File: src/rtl/axi_write_burst_slave_if.sv
// AXI3 write-channel bundle (AW, W, B) shared by the burst slave and its master.
// The slave modport is the endpoint side; master drives requests and data.
`timescale 1ns/1ps
interface axi_write_burst_slave_if #(
    parameter int ADDR_W = 32,
    parameter int DATA_W = 32,
    parameter int ID_W   = 4
) ();
    logic [ID_W-1:0]     AWID;
    logic [ADDR_W-1:0]   AWADDR;
    logic [3:0]          AWLEN;
    logic [2:0]          AWSIZE;
    logic [1:0]          AWBURST;
    logic [1:0]          AWLOCK;
    logic [3:0]          AWCACHE;
    logic [2:0]          AWPROT;
    logic                AWVALID;
    logic                AWREADY;
    logic [ID_W-1:0]     WID;
    logic [DATA_W-1:0]   WDATA;
    logic [DATA_W/8-1:0] WSTRB;
    logic                WLAST;
    logic                WVALID;
    logic                WREADY;
    logic [ID_W-1:0]     BID;
    logic [1:0]          BRESP;
    logic                BVALID;
    logic                BREADY;

    modport slave (
        input  AWID, AWADDR, AWLEN, AWSIZE, AWBURST, AWLOCK, AWCACHE, AWPROT, AWVALID,
        output AWREADY,
        input  WID, WDATA, WSTRB, WLAST, WVALID,
        output WREADY,
        output BID, BRESP, BVALID,
        input  BREADY
    );

    modport master (
        output AWID, AWADDR, AWLEN, AWSIZE, AWBURST, AWLOCK, AWCACHE, AWPROT, AWVALID,
        input  AWREADY,
        output WID, WDATA, WSTRB, WLAST, WVALID,
        input  WREADY,
        input  BID, BRESP, BVALID,
        output BREADY
    );
endinterface

File: src/rtl/axi_write_burst_slave.sv
// AXI3 write slave: one burst at a time, FIXED/INCR/WRAP with narrow lanes,
// each accepted W beat is forwarded as a byte-enabled memory write, one B per burst.
`timescale 1ns/1ps
module axi_write_burst_slave #(
    parameter int DATA_W = 32,
    parameter int ADDR_W = 32,
    parameter int ID_W   = 4
) (
    input  logic                clk_i,
    input  logic                rst_ni,
    axi_write_burst_slave_if.slave axi,
    output logic                mem_we_o,
    output logic [ADDR_W-1:0]   mem_addr_o,
    output logic [DATA_W-1:0]   mem_wdata_o,
    output logic [DATA_W/8-1:0] mem_be_o,
    input  logic                mem_ready_i,
    output logic                busy_o
);
    localparam int STRB_W = DATA_W / 8;
    localparam logic [ADDR_W-1:0] ONE = ADDR_W'(1);

    typedef enum logic [1:0] {IDLE, DATA, RESP} state_t;

    state_t            state_q, state_d;
    logic [ID_W-1:0]   id_q, id_d;
    logic [3:0]        len_q, len_d;
    logic [3:0]        beat_cnt_q, beat_cnt_d;
    logic [2:0]        size_q, size_d;
    logic [1:0]        burst_q, burst_d;
    logic [ADDR_W-1:0] cur_addr_q, cur_addr_d;
    logic              err_q, err_d;

    logic [ADDR_W-1:0] beat_bytes, wrap_total, wrap_base, wrap_next, incr_next, next_addr;
    logic [ADDR_W-1:0] lane_lo, lane_hi;
    logic [STRB_W-1:0] lane_mask;
    logic [31:0]       aw_bytes;
    logic              aw_err, aw_wrap, beat_acc, last_beat;

    assign beat_bytes = ONE << size_q;
    assign wrap_total = beat_bytes * ADDR_W'({1'b0, len_q} + 5'd1);
    assign wrap_base  = cur_addr_q & ~(wrap_total - ONE);
    assign wrap_next  = wrap_base + ((cur_addr_q + beat_bytes - wrap_base) & (wrap_total - ONE));
    assign incr_next  = (cur_addr_q & ~(beat_bytes - ONE)) + beat_bytes;

    always_comb begin
        case (burst_q)
            2'b00:   next_addr = cur_addr_q;
            2'b10:   next_addr = wrap_next;
            default: next_addr = incr_next;
        endcase
    end

    // Active lanes: from the address offset up to the end of the size-aligned container.
    assign lane_lo = cur_addr_q & ADDR_W'(STRB_W - 1);
    assign lane_hi = (lane_lo & ~(beat_bytes - ONE)) + beat_bytes - ONE;

    generate
        for (genvar gi = 0; gi < STRB_W; gi++) begin : g_lane
            assign lane_mask[gi] = (ADDR_W'(gi) >= lane_lo) && (ADDR_W'(gi) <= lane_hi);
        end
    endgenerate

    assign aw_bytes = 32'd1 << axi.AWSIZE;
    assign aw_wrap  = (axi.AWBURST == 2'b10);
    assign aw_err   = (aw_bytes > 32'(STRB_W))
                   || (axi.AWBURST == 2'b11)
                   || (aw_wrap && !(axi.AWLEN inside {4'd1, 4'd3, 4'd7, 4'd15}))
                   || (aw_wrap && ((axi.AWADDR & ADDR_W'(aw_bytes - 32'd1)) != '0));

    assign axi.AWREADY = (state_q == IDLE) && rst_ni;
    assign axi.WREADY  = (state_q == DATA) && mem_ready_i;
    assign axi.BVALID  = (state_q == RESP);
    assign axi.BID     = id_q;
    assign axi.BRESP   = ((state_q == RESP) && err_q) ? 2'b10 : 2'b00;

    assign beat_acc    = axi.WREADY && axi.WVALID;
    assign last_beat   = (beat_cnt_q == len_q);
    assign mem_we_o    = beat_acc && !err_q;
    assign mem_addr_o  = cur_addr_q;
    assign mem_wdata_o = axi.WDATA;
    assign mem_be_o    = (state_q == DATA) ? (axi.WSTRB & lane_mask) : '0;
    assign busy_o      = (state_q != IDLE);

    always_comb begin
        state_d    = state_q;
        id_d       = id_q;
        len_d      = len_q;
        size_d     = size_q;
        burst_d    = burst_q;
        cur_addr_d = cur_addr_q;
        beat_cnt_d = beat_cnt_q;
        err_d      = err_q;
        case (state_q)
            IDLE: begin
                if (axi.AWVALID) begin
                    id_d       = axi.AWID;
                    len_d      = axi.AWLEN;
                    size_d     = axi.AWSIZE;
                    burst_d    = axi.AWBURST;
                    cur_addr_d = axi.AWADDR;
                    beat_cnt_d = '0;
                    err_d      = aw_err;
                    state_d    = DATA;
                end
            end
            DATA: begin
                if (beat_acc) begin
                    if ((axi.WID != id_q) || (axi.WLAST != last_beat)) err_d = 1'b1;
                    cur_addr_d = next_addr;
                    beat_cnt_d = beat_cnt_q + 4'd1;
                    if (last_beat) state_d = RESP;
                end
            end
            RESP: begin
                if (axi.BREADY) state_d = IDLE;
            end
            default: state_d = IDLE;
        endcase
    end

    always_ff @(posedge clk_i or negedge rst_ni) begin
        if (!rst_ni) begin
            state_q    <= IDLE;
            id_q       <= '0;
            len_q      <= '0;
            size_q     <= '0;
            burst_q    <= '0;
            cur_addr_q <= '0;
            beat_cnt_q <= '0;
            err_q      <= 1'b0;
        end else begin
            state_q    <= state_d;
            id_q       <= id_d;
            len_q      <= len_d;
            size_q     <= size_d;
            burst_q    <= burst_d;
            cur_addr_q <= cur_addr_d;
            beat_cnt_q <= beat_cnt_d;
            err_q      <= err_d;
        end
    end
endmodule
File: src/flat_wrapper.sv
// flat-port wrapper written by rule: the top's interface ports become plain ports
module axi_write_burst_slave_flat 
#(
    parameter int DATA_W = 32,
    parameter int ADDR_W = 32,
    parameter int ID_W   = 4
)
  (clk_i, rst_ni, mem_we_o, mem_addr_o, mem_wdata_o, mem_be_o, mem_ready_i, busy_o, axi_AWID, axi_AWADDR, axi_AWLEN, axi_AWSIZE, axi_AWBURST, axi_AWLOCK, axi_AWCACHE, axi_AWPROT, axi_AWVALID, axi_AWREADY, axi_WID, axi_WDATA, axi_WSTRB, axi_WLAST, axi_WVALID, axi_WREADY, axi_BID, axi_BRESP, axi_BVALID, axi_BREADY);
  axi_write_burst_slave_if #(.ADDR_W(ADDR_W), .DATA_W(DATA_W), .ID_W(ID_W)) axi_i ();
  input  logic clk_i;
  input  logic rst_ni;
  output logic mem_we_o;
  output logic [ADDR_W-1:0] mem_addr_o;
  output logic [DATA_W-1:0] mem_wdata_o;
  output logic [DATA_W/8-1:0] mem_be_o;
  input  logic mem_ready_i;
  output logic busy_o;
  input wire logic [$bits(axi_i.AWID)-1:0] axi_AWID;
  input wire logic [$bits(axi_i.AWADDR)-1:0] axi_AWADDR;
  input wire logic [$bits(axi_i.AWLEN)-1:0] axi_AWLEN;
  input wire logic [$bits(axi_i.AWSIZE)-1:0] axi_AWSIZE;
  input wire logic [$bits(axi_i.AWBURST)-1:0] axi_AWBURST;
  input wire logic [$bits(axi_i.AWLOCK)-1:0] axi_AWLOCK;
  input wire logic [$bits(axi_i.AWCACHE)-1:0] axi_AWCACHE;
  input wire logic [$bits(axi_i.AWPROT)-1:0] axi_AWPROT;
  input wire logic [$bits(axi_i.AWVALID)-1:0] axi_AWVALID;
  output wire logic [$bits(axi_i.AWREADY)-1:0] axi_AWREADY;
  input wire logic [$bits(axi_i.WID)-1:0] axi_WID;
  input wire logic [$bits(axi_i.WDATA)-1:0] axi_WDATA;
  input wire logic [$bits(axi_i.WSTRB)-1:0] axi_WSTRB;
  input wire logic [$bits(axi_i.WLAST)-1:0] axi_WLAST;
  input wire logic [$bits(axi_i.WVALID)-1:0] axi_WVALID;
  output wire logic [$bits(axi_i.WREADY)-1:0] axi_WREADY;
  output wire logic [$bits(axi_i.BID)-1:0] axi_BID;
  output wire logic [$bits(axi_i.BRESP)-1:0] axi_BRESP;
  output wire logic [$bits(axi_i.BVALID)-1:0] axi_BVALID;
  input wire logic [$bits(axi_i.BREADY)-1:0] axi_BREADY;
  assign axi_i.AWID = axi_AWID;
  assign axi_i.AWADDR = axi_AWADDR;
  assign axi_i.AWLEN = axi_AWLEN;
  assign axi_i.AWSIZE = axi_AWSIZE;
  assign axi_i.AWBURST = axi_AWBURST;
  assign axi_i.AWLOCK = axi_AWLOCK;
  assign axi_i.AWCACHE = axi_AWCACHE;
  assign axi_i.AWPROT = axi_AWPROT;
  assign axi_i.AWVALID = axi_AWVALID;
  assign axi_AWREADY = axi_i.AWREADY;
  assign axi_i.WID = axi_WID;
  assign axi_i.WDATA = axi_WDATA;
  assign axi_i.WSTRB = axi_WSTRB;
  assign axi_i.WLAST = axi_WLAST;
  assign axi_i.WVALID = axi_WVALID;
  assign axi_WREADY = axi_i.WREADY;
  assign axi_BID = axi_i.BID;
  assign axi_BRESP = axi_i.BRESP;
  assign axi_BVALID = axi_i.BVALID;
  assign axi_i.BREADY = axi_BREADY;
  axi_write_burst_slave #(.DATA_W(DATA_W), .ADDR_W(ADDR_W), .ID_W(ID_W)) u_core (.clk_i(clk_i), .rst_ni(rst_ni), .axi(axi_i), .mem_we_o(mem_we_o), .mem_addr_o(mem_addr_o), .mem_wdata_o(mem_wdata_o), .mem_be_o(mem_be_o), .mem_ready_i(mem_ready_i), .busy_o(busy_o));
endmodule
File: config.mk
export PLATFORM = sky130hd
export DESIGN_NAME = axi_write_burst_slave_flat
export DESIGN_NICKNAME = d
export VERILOG_FILES = /design/src/rtl/axi_write_burst_slave_if.sv /design/src/rtl/axi_write_burst_slave.sv /design/src/flat_wrapper.sv
export SDC_FILE = /design/constraint.sdc
export NUM_CORES = 1
export LEC_CHECK = 0
export CORE_MARGIN = 10
export CORE_UTILIZATION = 45
export CTS_CLUSTER_SIZE = 24
export DETAILED_ROUTE_END_ITERATION = 8
export PLACE_DENSITY_LB_ADDON = 0.12
export SETUP_SLACK_MARGIN = 0.3
export SYNTH_ARGS = -nofsm -noshare
export SYNTH_HDL_FRONTEND = slang
export SYNTH_SLANG_ARGS = --single-unit
export TNS_END_PERCENT = 100
File: constraint.sdc
create_clock -name clk_i -period 8.38 [get_ports clk_i]
set_input_delay 2.514 -clock clk_i [delete_from_list [all_inputs] [get_ports clk_i]]
set_output_delay 2.514 -clock clk_i [all_outputs]
set_load 0.01 [all_outputs]
==> run_1/cell_density.png <==
17 x 17 tiles, from white (low) to dark blue (high), 0 to 100% covered.
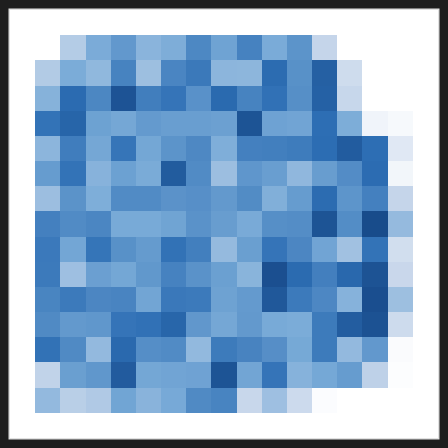
mean over tiles = 42%
nearly empty tiles = 27%
tiles over 75% full = 10%
densest ninth of the die = middle
Floorplan Utilization: 0.454
Finished Core Util: 0.564

==> run_1/layer_met1.png <==
Supply wires on this layer in grey.
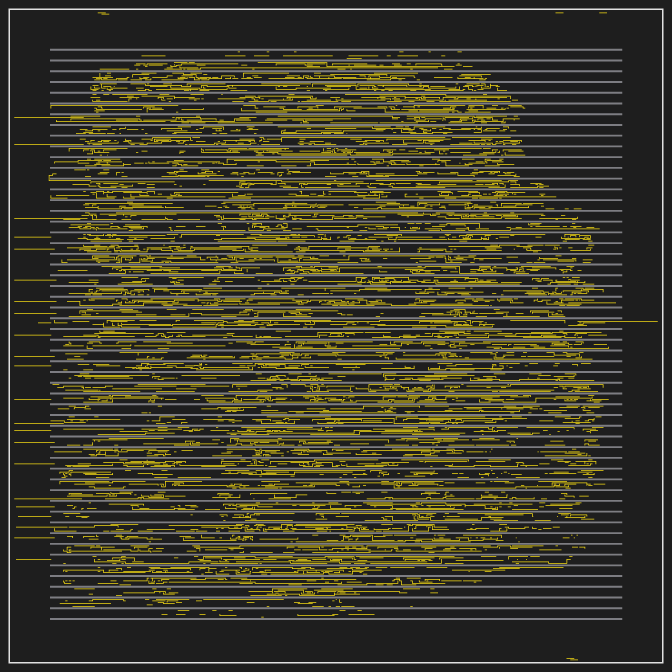
main direction = horizontal
wire length on this layer = 14300 um
share of all routed wire = 47%
nets with wire on the layer = 1510
count of vias placed by the detailed router: 9673
wirelength, routed: 30500 um
GR Layer Usage met1: 0.304

==> run summary, run 1 <==
Results of the full flow below.

Status:
- The flow ran to the end, and the final reports show no timing, DRC or antenna violations.

Placed design:
- The run gives the count of input and output buffers as ~110.
- The run puts the placed cell count at between 1500 and 2000.
- Detailed placement finished with a half-perimeter wire length of approximately 24000 um.
- The run gives the weighted congestion reported at the end of routability-driven placement as a little over 0.9.

Floorplan:
- The run puts the area of the die at 0.0273 mm2.
- The run puts the width of the die at around 170 um.
- The run gives the I/O pin count as roughly 180.

Yosys:
- The area fraction of the largest cell type after synthesis is 0.137.
- Sorting the synthesized cells by how often they occur yields sky130_fd_sc_hd__nand2_1 (191), sky130_fd_sc_hd__inv_1 (120), sky130_fd_sc_hd__nor2_1 (113), sky130_fd_sc_hd__ha_1 (91), sky130_fd_sc_hd__a21oi_1 (86).
- Yosys instantiated no cell more often than sky130_fd_sc_hd__nand2_1.
- The run gives the post-synthesis area per instance as 7.21 um2.
- The run gives the number of cells in Yosys stat as around 1300.
- The run puts the count of different cell masters after synthesis at just over 80.
- The run puts the yosys warning tally at 0.
- The synthesized netlist has a Yosys-reported chip area of between 0.009 and 0.01 mm2.
- The run gives the largest area contributor in the netlist as sky130_fd_sc_hd__dfrtp_1.
- Per the synth stats, the flop cell with the highest instance count is sky130_fd_sc_hd__dfrtp_1.
- The run gives the post-synthesis cell count as 1314.
- The run puts the share of synthesized area occupied by flip-flops and latches at 0.137.
- The mapped netlist covers between 0.009 and 0.01 mm2.
- The run puts the proportion of register bits with asynchronous set or reset after synthesis at 1.00.
- Sorting the synthesized cells by area gives the leading types as sky130_fd_sc_hd__dfrtp_1 (14%), sky130_fd_sc_hd__ha_1 (12%), sky130_fd_sc_hd__nand2_1 (7.6%), sky130_fd_sc_hd__fa_1 (6.5%), sky130_fd_sc_hd__inv_1 (4.8%).

STA:
- Setup repair after global routing could not meet its margin everywhere.
- The run puts the relative slew slack at 0.243.
- The run puts the post-route minimum period at ~8 ns.
- The run puts the fraction of the cycle the final worst path needs at 0.928.
- The run gives the maximum clock rate as roughly 130 MHz.
- The run puts the total negative slack at 0 ns.
- The run puts the total count of hold-check failures in the final report at 0.
- The run puts the final count of pins violating max slew at 0.
- The transition time recorded at the tightest slew-check pin is 1.14 ns.
- The run gives the final number of setup-violating endpoints as 0.
- The run gives the clock skew after layout as approximately 0.0086 ns.

Clocking:
- The run puts the maximum root-to-sink buffer count at 2.
- The run gives the root buffer selected by CTS as sky130_fd_sc_hd__clkbuf_16.
- The run gives the TritonCTS clock tree as built.
- The timing report gives the clock slew at the launch and capture registers of the worst setup and hold paths as about 0.070 ns.
- The run puts the clock latency on the worst-skew pair at about 0.30 ns.
- The run puts the deepest level of the CTS H-tree at 2.

Finish:
- Summing all multi-input logic gate instances after layout gives about 0.0078 mm2.
- At the end of the flow, the number of nets in the layout was about 1700.
- The run gives the proportion of layout cells with a drive suffix above 1 as 0.146.
- The run gives the tally of filler cells in the layout as 2030.
- The run puts the tally of non-filler cells in the final layout at between 1500 and 2000.
- The run puts the total inserted antenna cells at 0.

Global route:
- For this run, the total global-route usage over all layers was measured as 0.217.
- Entering global routing, the biggest net connects 53 pins.
- The global route stage reports its total congestion overflow as 0.
- The run puts the via count of the first global-routing pass at just over 9000.
- The run gives the wire length of the first global-routing pass as slightly below 50000 um.

Worst setup path:
- The run gives the worst path required time as 8.56 ns.
- The run gives the data arrival time of the critical path as 7.95 ns.
- The run gives the largest fanout on the critical path as 12.
- The run gives the critical path launch point type as a flip-flop.
- STA classifies the critical path endpoint as a flip-flop.
- The critical path's slowest stage uses the library cell sky130_fd_sc_hd__or4b_4.
- The run gives the critical path start-end classification as reg -> reg.

Route:
- The run gives the number of antenna-violating nets in the routed design as 0.
- The run gives the iteration-0 DRC count of the detailed router as approximately 630.
- After detailed routing, the average wire length per cell comes to 17.8 um.
- The iteration count recorded for the first detailed-route pass is 5.
- Per the detail_route report, DRC violations left total 0.
- The run gives the via count normalized by instance count as between 5 and 6.

Job:
- The run gives the number of warnings in the stage logs as about 48.
- The run puts the max-capacitance violation count at 0.

Worst hold path:
- The run gives the worst hold path class as reg -> reg.
==> run_1/placement_by_type.png <==
The bar under the picture is 50 um long. Fill, decap, tap and diode cells in grey.
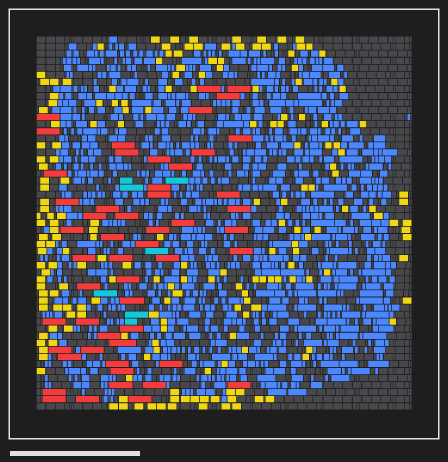
other buffers and delay cells -> yellow  # cells 198
combinational and other logic -> blue  # cells 1182
clock drivers and dummy loads -> cyan  # cells 7
flops -> red  # cells 52
cell area after layout: 0.0118 mm2
Core Rows: 53
area inside the core boundary: 0.0209 mm2

==> run 1: cell type report <==
class,count,share of cell area
flip-flops and latches,52,0.111
well taps,275,0.0292
inverters,124,0.0395
clock buffers,7,0.0129
multi-input cells,1058,0.659
repair buffers,198,0.149
==> run 1: layer usage <==
layer,wire length (um),vias to the layer above,GRT usage
met5,0,-,0
met4,379,0,0.0411
met3,2270,30,0.0466
met2,13600,294,0.336
met1,14300,4565,0.304
li1,-,4784,-
==> run 1: cell families (layout without fill, tap and decap cells) <==
family	Yosys count	count (layout)	synth area share
adders and majority gates	122	122	0.186
and+or+nand+nor	499	499	0.253
muxes	15	15	0.0161
xor gates and xnor gates	94	94	0.0869
AOI/OAI and AO/OA	325	325	0.225
buffers and inverters	205	329	0.0953
other	2	3	0.000793
DFF	52	52	0.137
==> run 1: worst paths after layout <==
path / from / endpoint / slack (ns) / depth (start not counted)
max: u_core.len_q[0] / u_core.mem_addr_o[30] / 0.61 / 33
min: u_core.burst_q[1] / u_core.burst_q[1] / 0.53 / 2
max reg2reg: u_core.len_q[0] / u_core.mem_addr_o[30] / 0.61 / 33
min reg2reg: u_core.burst_q[1] / u_core.burst_q[1] / 0.53 / 2
max in group asynchronous: rst_ni / u_core.size_q[0] / 5.47 / 2
min in group asynchronous: rst_ni / u_core.mem_addr_o[27] / 2.37 / 2
==> run 1: state kept, by name, summed over array words and instances, names as in the netlist <==
name and count:
u_core.axi.BID 4, u_core.beat_cnt_q 4, u_core.burst_q 2, u_core.err_q 1
u_core.len_q 4, u_core.mem_addr_o 32, u_core.size_q 3, u_core.state_q 2
==> run 1: worst max-delay path: cells and delay by family, from the launching register on <==
kind | cells | cell delay, ns
simple gates | 8 | 1.77
buf+inv | 5 | 0.60
xor+xnor | 2 | 0.33
compound gates | 11 | 1.78
fa+ha+maj | 7 | 2.75
flops | 1 | 0.40
==> run 1: repair_timing <==
item                                    CTS  global route
pin swaps                                 0            33
buffers inserted                          0            15
hold buffers                              0             0
resized                                   5            97
endpoints found under the setup margin    4            16
==> run 1: through the flow <==
step                      hold WS (ns)  cell area [um2]  setup slack, ns
after floorplan                  0.483             9490            0.386
after detailed placement         0.523            11000            0.200
after CTS                        0.543            11200            0.301
final                            0.535            11800            0.606
after global routing             0.578            11800            0.201
after global placement           0.513            11000            0.261
==> run 1: layout by cell type (no fill, tap or decap), types with 45 or more instances in the layout <==
cell type,instances
sky130_fd_sc_hd__nand2_1,185
sky130_fd_sc_hd__inv_1,117
sky130_fd_sc_hd__nor2_1,108
sky130_fd_sc_hd__clkdlybuf4s50_1,104
sky130_fd_sc_hd__buf_4,90
sky130_fd_sc_hd__a21oi_1,74
sky130_fd_sc_hd__ha_1,73
sky130_fd_sc_hd__o21ai_0,68
sky130_fd_sc_hd__dfrtp_1,50
sky130_fd_sc_hd__xor2_1,46
sky130_fd_sc_hd__xnor2_1,45
==> inputs of run 2 (changes only) <==
--- a/config.mk
+++ b/config.mk
@@ -9,7 +9,7 @@
 export CORE_UTILIZATION = 45
 export CTS_CLUSTER_SIZE = 24
 export DETAILED_ROUTE_END_ITERATION = 8
-export PLACE_DENSITY_LB_ADDON = 0.12
+export PLACE_DENSITY = 0.79
 export SETUP_SLACK_MARGIN = 0.3
 export SYNTH_ARGS = -nofsm -noshare
 export SYNTH_HDL_FRONTEND = slang
==> run_2/layer_met1.png <==
Supply wires on this layer in grey.
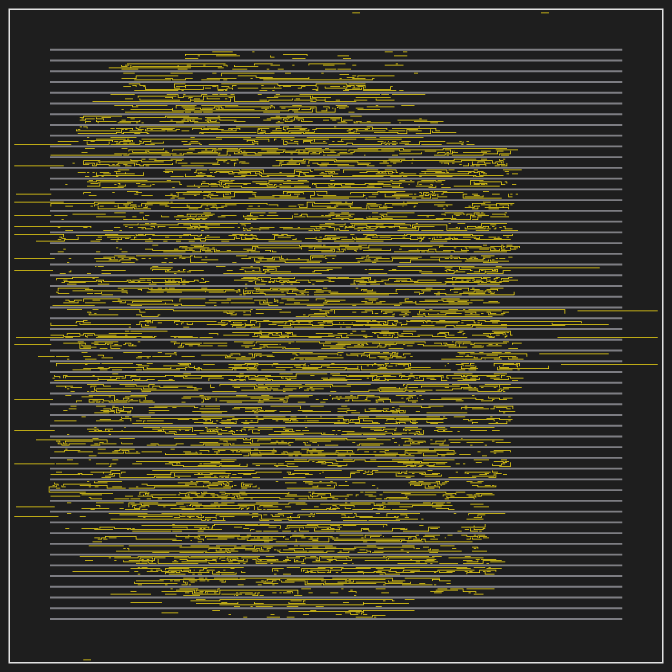
share of all routed wire = 44%
nets with wire on the layer = 1507
wire length on this layer = 13400 um
wirelength, routed: 30600 um
GR Layer Usage met1: 0.288
count of vias placed by the detailed router: 9963

==> run summary, run 2 <==
Results of the full flow below.

Finish:
- The run gives the most common logic cell in the routed design as sky130_fd_sc_hd__nand2_1.
- The register with the most flip-flops in the layout has 32 of them.
- The run puts the number of nets at the end of the flow at 1655.
- The run puts the proportion of layout cells with a drive suffix above 1 at 0.134.

Yosys:
- Per the Yosys statistics, synthesis produced ~1300 cells.
- The run puts the yosys stat chip area at between 0.009 and 0.01 mm2.
- By area the synthesized netlist is led by sky130_fd_sc_hd__dfrtp_1 (14%), sky130_fd_sc_hd__ha_1 (12%), sky130_fd_sc_hd__nand2_1 (7.6%), sky130_fd_sc_hd__fa_1 (6.5%), sky130_fd_sc_hd__inv_1 (4.8%).
- A synthesized cell averages about 7.2 um2.
- After synthesis, the netlist uses between 80 and 90 different library cells.
- The most used flip-flop cell after synthesis is sky130_fd_sc_hd__dfrtp_1.
- The run gives the fraction of synthesized cell area taken by the top area cell type as 0.137.
- Sorting the synthesized cells by how often they occur yields sky130_fd_sc_hd__nand2_1 (191), sky130_fd_sc_hd__inv_1 (120), sky130_fd_sc_hd__nor2_1 (113), sky130_fd_sc_hd__ha_1 (91), sky130_fd_sc_hd__a21oi_1 (86).
- The run puts the post-synthesis cell count at between 1000 and 1500.
- Among all cell types in the netlist, the one instantiated most often is sky130_fd_sc_hd__nand2_1.
- Summed over all instances, the cell type with the most area after synthesis is sky130_fd_sc_hd__dfrtp_1.
- The run puts the share of synthesized area occupied by flip-flops and latches at 0.137.
- The run puts the cell area after technology mapping at 0.00948 mm2.

Clocking:
- Looking at the clock tree report, the H-tree level count equals 2.
- The run gives the clock latency on the worst-skew pair as between 0.3 and 0.4 ns.
- The run puts the post-cts hold buffer count at 0.
- Clock-pin slew was measured on the worst setup and hold paths at 0.08 ns.
- The cell sitting at the root of the clock tree is a sky130_fd_sc_hd__clkbuf_16.

Floorplan:
- The floorplan report gives the top-level pin count as 180.
- The report lists the number of standard-cell rows as roughly 53.
- According to the floorplan report, the die width is roughly 170 um.
- The run puts the area of the core region at approximately 0.021 mm2.

Worst setup path:
- STA classifies the critical path startpoint as a flip-flop.
- The worst setup path is captured at a flip-flop.
- The run gives the beginning of the critical path as u_core.len_q[0].
- STA puts the critical path data required time at around 8.6 ns.
- The run gives the data arrival time of the critical path as around 8.0 ns.
- The setup path with the least slack is of type reg -> reg.
- The run gives the startpoint of the worst register-to-register path as u_core.len_q[0].
- Of all nets on the critical path, the largest fanout is 8.
- Looking at the critical path, the single cell with the biggest stage delay is sky130_fd_sc_hd__or4b_4.

STA:
- The run gives the maximum clock rate as around 130 MHz.
- The run puts the clock skew after layout at slightly above 0.009 ns.
- The run puts the post-route minimum period at approximately 7.8 ns.
- The run puts the final number of setup-violating endpoints at 0.
- The run puts the post-route worst setup slack at about 0.56 ns.
- The pin closest to its max-slew limit shows a slew of around 0.76 ns.
- The run puts the total count of hold-check failures in the final report at 0.
- Measured against its own limit, the worst slew margin works out to 0.495.
- The run gives the final count of pins violating max slew as 0.

Route:
- The run puts the iteration-0 DRC count of the detailed router at 880.
- The run gives the post-route DRC violation count as 0.
- The run gives the number of antenna-violating nets in the routed design as 0.
- The run gives the number of optimization iterations in the first detailed-route pass as 5.
- The script logs the ratio of routed vias to standard cells as 5.83.

Global route:
- The run puts the wire length of the first global-routing pass at about 48000 um.
- The run gives the met3 usage in global routing as 0.0369.
- The global route stage reports its total congestion overflow as 0.

Job:
- The run gives the number of warnings in the stage logs as ~48.
- The run puts the max-capacitance violation count at 0.

Status:
- The run finished with clean final reports.

Placed design:
- The run gives the count of input and output buffers as approximately 110.
- The run puts the worst slack at placement at about 0.33 ns.

Worst hold path:
- The worst hold path begins at u_core.axi.BID[2].
==> run_2/congestion.png <==
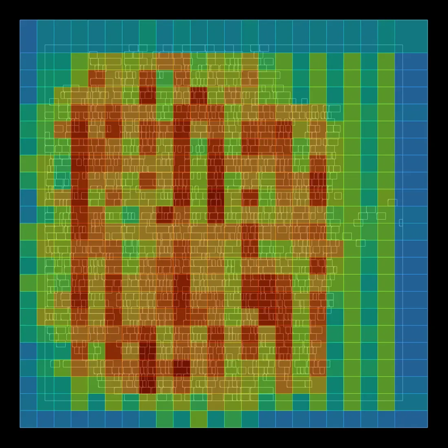
aggregate global-route resource usage: 0.212
GRT met2 Usage: 0.338

-- run 2: worst paths after layout --
check	depth (start not counted)	slack (ns)	end
worst max-delay path	32	0.56	u_core.mem_addr_o[30]
worst min-delay path	2	0.53	u_core.axi.BID[2]
worst max register to register	32	0.56	u_core.mem_addr_o[30]
worst min register to register	2	0.53	u_core.axi.BID[2]
max in group asynchronous	2	5.51	u_core.size_q[2]
min in group asynchronous	2	2.36	u_core.mem_addr_o[31]
-- run 2: critical path: cells and delay by family (launching register included) --
kind / cells / cell delay, ns
adder cells (fa/ha/maj): 8 / 3.13
AND-OR/OR-AND: 12 / 2.11
AND/OR/NAND/NOR: 6 / 1.28
buffers and inverters: 4 / 0.48
flip-flops: 1 / 0.39
XOR/XNOR: 2 / 0.30
-- run 2: kinds of logic after synthesis --
logic type / Yosys count / share of synthesized area
AND-OR/OR-AND: 325 / 0.225
XOR/XNOR: 94 / 0.0869
adder cells (fa/ha/maj): 122 / 0.186
buffers and inverters: 205 / 0.0953
flip-flops: 52 / 0.137
multiplexers: 15 / 0.0161
other: 2 / 0.000793
AND/OR/NAND/NOR: 499 / 0.253
-- run 2: cell type report --
cell class                 count  area, um2  share of cell area
clock buffer                   5        125              0.0107
clock inverter                 3       25.0             0.00215
inverter                     124        465              0.0400
multi-input combinational   1058       7690               0.660
sequential                    52       1310               0.112
tap                          275        344              0.0295
timing repair buffer         191       1700               0.146
-- run 2: what timing repair did --
action	4_1_cts	5_1_grt
resized	3	84
gates cloned	0	0
setup endpoints to repair	1	15
pin swaps	0	30
buffers inserted	0	19
-- run 2: metrics by stage --
stage	utilization	cell area, um2	hold WS, ns	cells
3_5_place_dp	0.525	11000	0.514	1681
2_1_floorplan	-	9490	0.483	1315
4_1_cts	0.532	11100	0.533	1689
5_1_grt	0.558	11600	0.560	1708
6_report	0.558	11600	0.530	1708
3_3_place_gp	0.525	11000	0.507	1681
-- run 2: per-layer routing --
metal / share of wire / vias up / wire length (um)
li1: - / 4779 / -
met1: 0.44 / 4715 / 13400
met2: 0.46 / 417 / 14000
met3: 0.083 / 52 / 2540
met4: 0.024 / 0 / 720
met5: 0 / - / 0
==> inputs of run 3 (changes only) <==
--- a/config.mk
+++ b/config.mk
@@ -5,6 +5,7 @@
 export SDC_FILE = /design/constraint.sdc
 export NUM_CORES = 1
 export LEC_CHECK = 0
+export CAP_MARGIN = 20
 export CORE_MARGIN = 10
 export CORE_UTILIZATION = 45
 export CTS_CLUSTER_SIZE = 24
==> run_3/cell_density.png <==
17 x 17 tiles, from white (low) to dark blue (high), 0 to 100% covered.
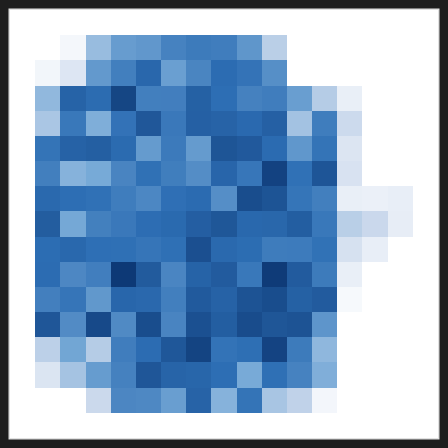
emptiest ninth of the die = top right
nearly empty tiles = 35%
tiles over 75% full = 24%
fullest tile = 96%
mean over tiles = 42%
Finished Core Util: 0.558

==> run summary, run 3 <==
Results of the full flow below.

STA:
- The run puts the total count of hold-check failures in the final report at 0.
- The run gives the relative slew slack as 0.495.
- The run puts the fraction of the cycle the final worst path needs at 0.934.
- Setup repair after global routing could not meet its margin everywhere.
- The clock period could shrink to 7.82 ns.
- Setup total negative slack on the finished layout was measured at 0 ns.
- The run gives the maximum clock rate as about 130 MHz.
- The run gives the transition time at the pin with the least slew margin as 0.757 ns.

Yosys:
- The run gives the fraction of synthesized area in multiplexers as 0.0161.
- The run gives the yosys warning tally as 0.
- After synthesis, the cell types taking the most area are sky130_fd_sc_hd__dfrtp_1 (14%), sky130_fd_sc_hd__ha_1 (12%), sky130_fd_sc_hd__nand2_1 (7.6%), sky130_fd_sc_hd__fa_1 (6.5%), sky130_fd_sc_hd__inv_1 (4.8%).
- The run gives the adder-cell area share of the yosys netlist as 0.186.
- The commonest register cell is sky130_fd_sc_hd__dfrtp_1.
- The run gives the most instantiated library cell after synthesis as sky130_fd_sc_hd__nand2_1.
- The commonest cells after synthesis are sky130_fd_sc_hd__nand2_1 (191), sky130_fd_sc_hd__inv_1 (120), sky130_fd_sc_hd__nor2_1 (113), sky130_fd_sc_hd__ha_1 (91), sky130_fd_sc_hd__a21oi_1 (86).
- Of the total synthesized cell area, the portion taken by AND, OR, NAND and NOR gates is 0.253.
- The run puts the fraction of synthesized cell area taken by the top area cell type at 0.137.
- The run puts the number of cells in Yosys stat at 1314.
- Of the synthesized area, sequential elements account for 0.137.
- The chip area line in the Yosys stat output reads ~0.0095 mm2.
- After synthesis, the share of flip-flops with an asynchronous set or reset is 1.00.
- The synthesized instance count is 1314.
- A synthesized cell averages between 7 and 8 um2.
- Of the total synthesized cell area, the portion taken by XOR and XNOR cells is 0.0869.
- Before any placement, the netlist area is recorded as approximately 0.0095 mm2.
- The run puts the share of synthesized cell area in and-or and or-and compound cells at 0.225.
- The gate-level netlist out of Yosys references around 83 unique cell types.
- Per the synthesis report, the dominant area consumer among library cells is sky130_fd_sc_hd__dfrtp_1.

Finish:
- The run gives the proportion of layout cells with a drive suffix above 1 as 0.134.
- The run gives the most common logic cell in the routed design as sky130_fd_sc_hd__nand2_1.
- 0 antenna diodes ended up in the layout.
- The run puts the number of nets at the end of the flow at approximately 1700.
- The run gives the flip-flop count of the largest register after layout as 32.
- Leaving out fill and tap cells, the most frequent cells in the layout are sky130_fd_sc_hd__nand2_1 (188), sky130_fd_sc_hd__inv_1 (117), sky130_fd_sc_hd__nor2_1 (106).
- Leaving out filler cells and counting taps, the final layout contains approximately 1700.
- The run gives the tally of filler cells in the layout as between 1500 and 2000.

Worst setup path:
- The worst register-to-register path has a setup slack of approximately 0.56 ns.
- The run puts the data arrival time of the critical path at 8.02 ns.
- The worst setup path is launched from a flip-flop.
- The run gives the startpoint of the worst register-to-register path as u_core.len_q[0].
- The run gives the largest fanout on the critical path as 8.
- The largest individual stage delay along the critical path comes from the cell sky130_fd_sc_hd__or4b_4.
- The run gives the end of the worst register-to-register path as u_core.mem_addr_o[30].
- The critical path ends at u_core.mem_addr_o[30].
- The data required time reported for the critical path is 8.57 ns.
- The worst setup path is of the reg -> reg kind.
- The worst setup path is captured at a flip-flop.
- The run puts the number of cells traversed by the worst register-to-register path at 32.

Floorplan:
- According to the floorplan report, the total die area is between 0.02 and 0.03 mm2.
- The run puts the floorplan-stage core utilization at 0.454.
- The run gives the floorplan row count as 53.

Clocking:
- The run gives the clock-pin transition on the worst setup and hold timing paths as 0.08 ns.
- TritonCTS built the clock tree.
- Looking at the clock tree report, the maximum root-to-sink buffer count equals 2.
- The run puts the deepest level of the CTS H-tree at 2.

Route:
- In the routed design, unresolved DRC markers number 0.
- The run gives the number of optimization iterations in the first detailed-route pass as 5.
- Using the TritonRoute via totals, the vias-per-cell ratio works out to slightly below 6.
- The run gives the number of antenna-violating nets in the routed design as 0.

Global route:
- For this run the aggregate overflow at the end of global routing stands at 0.
- The run puts the pin count of the biggest net entering global routing at between 50 and 60.
- The run gives the global router's overall resource usage as 0.212.
- The run puts the wire length of the first global-routing pass at 47600 um.

Job:
- The run gives the max-capacitance violation count as 0.
- The run gives the number of warnings in the stage logs as 48.

Status:
- The run finished with clean final reports.

Placed design:
- The run puts the weighted congestion reported at the end of routability-driven placement at slightly below 1.
- Including well taps, the total number of placed cells is 1681.
- The run gives the count of input and output buffers as 105.

Worst hold path:
- The run gives the worst hold path class as reg -> reg.
==> run_3/layer_met1.png <==
Supply wires on this layer in grey.
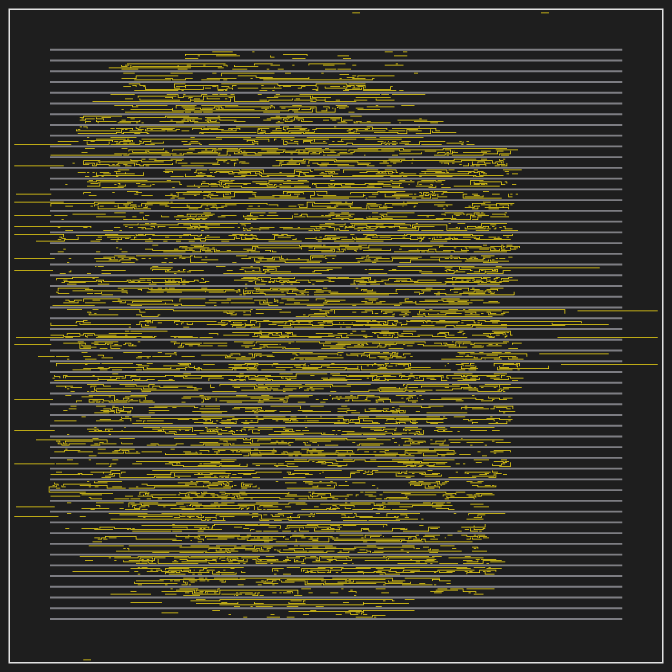
longest straight run = 43.7 um
wire length on this layer = 13400 um
nets with wire on the layer = 1507

[run 3: how the worst min path moves through the flow]
stage                 startpoint                 to  slack, ns  depth (start not counted)
4_1_cts        u_core.axi.BID[2]  u_core.axi.BID[2]       0.53                          2
3_3_place_gp   u_core.axi.BID[0]  u_core.axi.BID[0]       0.51                          2
6_report       u_core.axi.BID[2]  u_core.axi.BID[2]       0.53                          2
2_1_floorplan  u_core.burst_q[0]  u_core.burst_q[0]       0.48                          2
3_5_place_dp   u_core.axi.BID[2]  u_core.axi.BID[2]       0.51                          2
5_1_grt        u_core.axi.BID[2]  u_core.axi.BID[2]       0.56                          2
[run 3: cell type report]
class / count / area (um2) / share of cell area
clock buffers: 5 / 125 / 0.0107
clock inverters: 3 / 25.0 / 0.00215
inverters: 124 / 465 / 0.0400
multi-input cells: 1058 / 7690 / 0.660
flip-flops and latches: 52 / 1310 / 0.112
well taps: 275 / 344 / 0.0295
repair buffers: 191 / 1700 / 0.146
[run 3: per-stage QoR]
stage	hold slack [ns]	cell area, um2	setup WS, ns
3_3_place_gp	0.507	11000	0.326
4_1_cts	0.533	11100	0.303
2_1_floorplan	0.483	9490	0.386
3_5_place_dp	0.514	11000	0.333
5_1_grt	0.560	11600	0.144
6_report	0.530	11600	0.556
[run 3: cells by family (layout without fill, tap and decap cells)]
group,Yosys count,after routing
AOI/OAI and AO/OA,325,325
xor gates and xnor gates,94,94
adders and majority gates,122,122
buffers and inverters,205,323
DFF,52,52
muxes,15,15
other,2,3
and+or+nand+nor,499,499
[run 3: critical path: cells and delay by family (launching register included)]
kind | cells | cell delay (ns)
AOI/OAI and AO/OA | 12 | 2.11
DFF | 1 | 0.39
xor gates and xnor gates | 2 | 0.30
buffers and inverters | 4 | 0.48
adders and majority gates | 8 | 3.13
and+or+nand+nor | 6 | 1.28
[run 3: metal layers]
metal  share of wire  routed length [um]  up-vias
li1                -                   -     4779
met1            0.44               13400     4715
met2            0.46               14000      417
met3           0.083                2540       52
met4           0.024                 720        0
met5               0                   0        -
[run 3: repair_timing]
action	CTS	global route
endpoints found under the setup margin	1	15
resized	3	84
pin swaps	0	30
setup buffers	0	19
